$ cat src/rtl/generic_fifo_stream_reader.sv
// Drains a non-show-ahead FIFO read port into a valid/ready stream through a
// 3-entry buffer, framing fixed-length packets and counting delivered words.
module generic_fifo_stream_reader #(
  parameter int DATA_WIDTH = 16,
  parameter int PKT_LEN    = 256
) (
  input  logic                  clk_i,
  input  logic                  rst_i,
  input  logic                  enable_i,
  output logic                  fifo_rd_o,
  input  logic [DATA_WIDTH-1:0] fifo_q_i,
  input  logic                  fifo_empty_i,
  output logic                  valid_o,
  input  logic                  ready_i,
  output logic [DATA_WIDTH-1:0] data_o,
  output logic                  last_o,
  output logic [31:0]           words_o,
  output logic                  idle_o
);

  localparam int CW = (PKT_LEN > 1) ? $clog2(PKT_LEN) : 1;
  localparam logic [CW-1:0] PKT_MAX = CW'(PKT_LEN - 1);

  logic [1:0]            occ_q, occ_d;
  logic                  inflight_q, inflight_d;
  logic [CW-1:0]         pkt_cnt_q, pkt_cnt_d;
  logic [31:0]           words_q, words_d;
  logic [DATA_WIDTH-1:0] buf_q [3];
  logic [DATA_WIDTH-1:0] buf_d [3];

  logic       pop;
  logic [1:0] wr_idx;
  logic [2:0] occ_sum;

  // Stream handshake: a word transfers on any rising clock edge where
  // valid_o && ready_i. valid_o never waits on ready_i, and while valid_o is
  // high without ready_i the word, its last_o flag and valid_o stay stable.
  assign valid_o = (occ_q != 2'd0);
  assign data_o  = buf_q[0];
  assign last_o  = valid_o && (pkt_cnt_q == PKT_MAX);
  assign words_o = words_q;
  assign idle_o  = (occ_q == 2'd0) && !inflight_q;

  always_comb begin
    fifo_rd_o  = enable_i && !fifo_empty_i && !rst_i &&
                 (({1'b0, occ_q} + {2'b00, inflight_q}) < 3'd3);
    pop        = valid_o && ready_i;
    occ_sum    = {1'b0, occ_q} + {2'b00, inflight_q} - {2'b00, pop};
    occ_d      = occ_sum[1:0];
    inflight_d = fifo_rd_o;

    // Head is slot 0. A pop of the only word leaves slot 0 untouched so
    // data_o keeps showing the last word while the buffer is empty.
    buf_d = buf_q;
    if (pop && (occ_q > 2'd1)) begin
      buf_d[0] = buf_q[1];
      buf_d[1] = buf_q[2];
    end
    wr_idx = occ_q - {1'b0, pop};
    if (inflight_q) begin
      case (wr_idx)
        2'd0:    buf_d[0] = fifo_q_i;
        2'd1:    buf_d[1] = fifo_q_i;
        default: buf_d[2] = fifo_q_i;
      endcase
    end

    pkt_cnt_d = pkt_cnt_q;
    if (pop) begin
      pkt_cnt_d = (pkt_cnt_q == PKT_MAX) ? '0 : pkt_cnt_q + CW'(1);
    end
    words_d = words_q + 32'(pop);
  end

  always_ff @(posedge clk_i or posedge rst_i) begin
    if (rst_i) begin
      occ_q      <= 2'd0;
      inflight_q <= 1'b0;
      pkt_cnt_q  <= '0;
      words_q    <= '0;
      for (int i = 0; i < 3; i++) buf_q[i] <= '0;
    end else begin
      occ_q      <= occ_d;
      inflight_q <= inflight_d;
      pkt_cnt_q  <= pkt_cnt_d;
      words_q    <= words_d;
      for (int i = 0; i < 3; i++) buf_q[i] <= buf_d[i];
    end
  end

  // The read gate keeps occupancy plus in-flight at or below three.
  always_ff @(posedge clk_i) begin
    if (!rst_i) begin
      assert (occ_sum <= 3'd3);
    end
  end

endmodule

$ cat config.mk
export PLATFORM = sky130hd
export DESIGN_NAME = generic_fifo_stream_reader
export DESIGN_NICKNAME = d
export VERILOG_FILES = /design/src/rtl/generic_fifo_stream_reader.sv
export SDC_FILE = /design/constraint.sdc
export NUM_CORES = 1
export LEC_CHECK = 0
export ABC_AREA = 1
export CORE_MARGIN = 10
export CORE_UTILIZATION = 45
export CTS_BUF_LIST = sky130_fd_sc_hd__clkbuf_16
export DETAILED_ROUTE_END_ITERATION = 8
export GPL_TIMING_DRIVEN = 0
export PLACE_DENSITY = 0.77
export RECOVER_POWER = 25
export SYNTH_ARGS = -nofsm -noshare
export SYNTH_HDL_FRONTEND = slang
export SYNTH_SLANG_ARGS = --single-unit
export TNS_END_PERCENT = 20
$ cat constraint.sdc
create_clock -name clk_i -period 7.85 [get_ports clk_i]
set_input_delay 2.355 -clock clk_i [delete_from_list [all_inputs] [get_ports clk_i]]
set_output_delay 2.355 -clock clk_i [all_outputs]
set_load 0.03 [all_outputs]
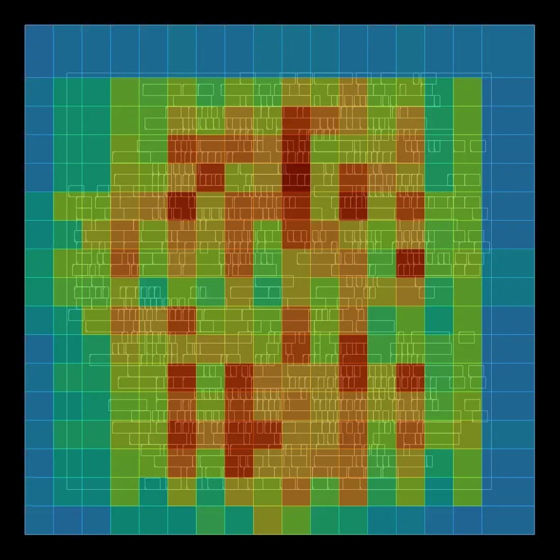
(images/congestion_map.png)
most used routing layer: met2
M3 GR Usage: 0.0374
total global-route track usage: 0.161
met2 Usage GRT: 0.268
WL/cell: 13.3 um

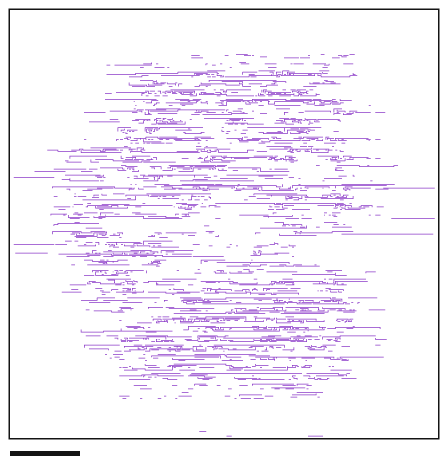
(images/m1.png)
The bar under the picture is 20 um long.
nets with wire on the layer: 697
longest straight run: 32.2 um
wire length on this layer: 5070 um
met1 usage: 0.204
via count: 4196
final wirelength: 11.5 mm

==> summary.txt <==
status = complete, but fails checks
failing checks = capacitance limit, slew limit
crit-path cells = dlygate4sd3_1 -> inv_4 -> nand3b_1 -> a211oi_1 -> clkdlybuf4s50_1
Setup violations, final = 0
R2R Path End = words_o[22]$_DFF_PP0_
WHS = 0.506 ns
clk slew on worst S/H paths = 0.06 ns
Peak Freq = 0.145 GHz
Layout Skew = 0.00683 ns
Critical Path Fanout Max = 50
highest metal used = met4
Clock Root Buffer = clkbuf_16
Via density = 4.83
CTS H-tree depth = 3
Synth Net Count = 675
Die X = 123 um
worst setup path category = primary input to output pin
# Cells Yosys = 646
OpenROAD warnings = 27
MaxCap Viol Count = 1
Unique cell types = 22
Post-CTS Setup Bufs = 0
TritonCTS Buffers = 9
worst-margin pin slew = 2.28 ns
clk latency late pin = 0.34 ns
crit path from = rst_i
flip-flop and latch count after synthesis = 91
gpl congestion = 0.871
Max Transition Viols Final = 44
HP Class = register to register
[kinds of logic after synthesis]
logic type,Yosys count,share of synthesized area
xor+xnor,19,0.0364
fa+ha+maj,8,0.0209
flops,91,0.476
compound gates,19,0.0204
buf+inv,117,0.113
simple gates,392,0.334
[per-stage QoR]
step	cells	utilization	power, W	setup WS, ns	setup TNS [ns]
final	869	0.577	0.00191	0.932	0
after global routing	869	0.577	0.00205	0.746	0
after CTS	869	0.579	0.00193	0.990	0
after detailed placement	855	0.552	0.00150	1.02	0
after global placement	854	0.550	0.00147	-1.13	-1.13
after floorplan	646	-	0.00126	0.248	0
[sequential cells by signal, indices dropped and copies added, names as in the netlist]
signal      cells
data_o         16
pkt_cnt_q       8
inflight_q      1
words_o        32
buf_q          32
occ_q           2
[worst max path at each step]
stage                           end  slack (ns)  depth (start not counted)
after detailed placement  fifo_rd_o        1.02                          5
after global placement    fifo_rd_o       -1.13                          5
after global routing      fifo_rd_o        0.75                          5
after CTS                 fifo_rd_o        0.99                          5
after floorplan           fifo_rd_o        0.25                          3
final                     fifo_rd_o        0.93                          5
[layout make-up]
class / instances / area (sq um)
flip-flops and latches: 91 / 2280
repair buffers: 73 / 724
fillers: 955 / 4370
clock inverters: 5 / 57.6
multi-input cells: 438 / 1960
clock buffers: 9 / 225
well taps: 136 / 170
inverters: 88 / 333
plain buffers: 29 / 209
[Yosys cell counts, drive strengths merged]
cell,n,area [sq um]
xor2,11,96.3
nand4,2,12.5
a211oi,1,7.51
buf,29,209
o21ai,18,90.1
xnor2,8,77.6
nand3,48,250
nand3b,8,60.1
inv,88,330
nor2,63,249
ha,8,100
nand2,271,1020
dfrtp,91,2280
Power is estimated from default activity; no workload was simulated.
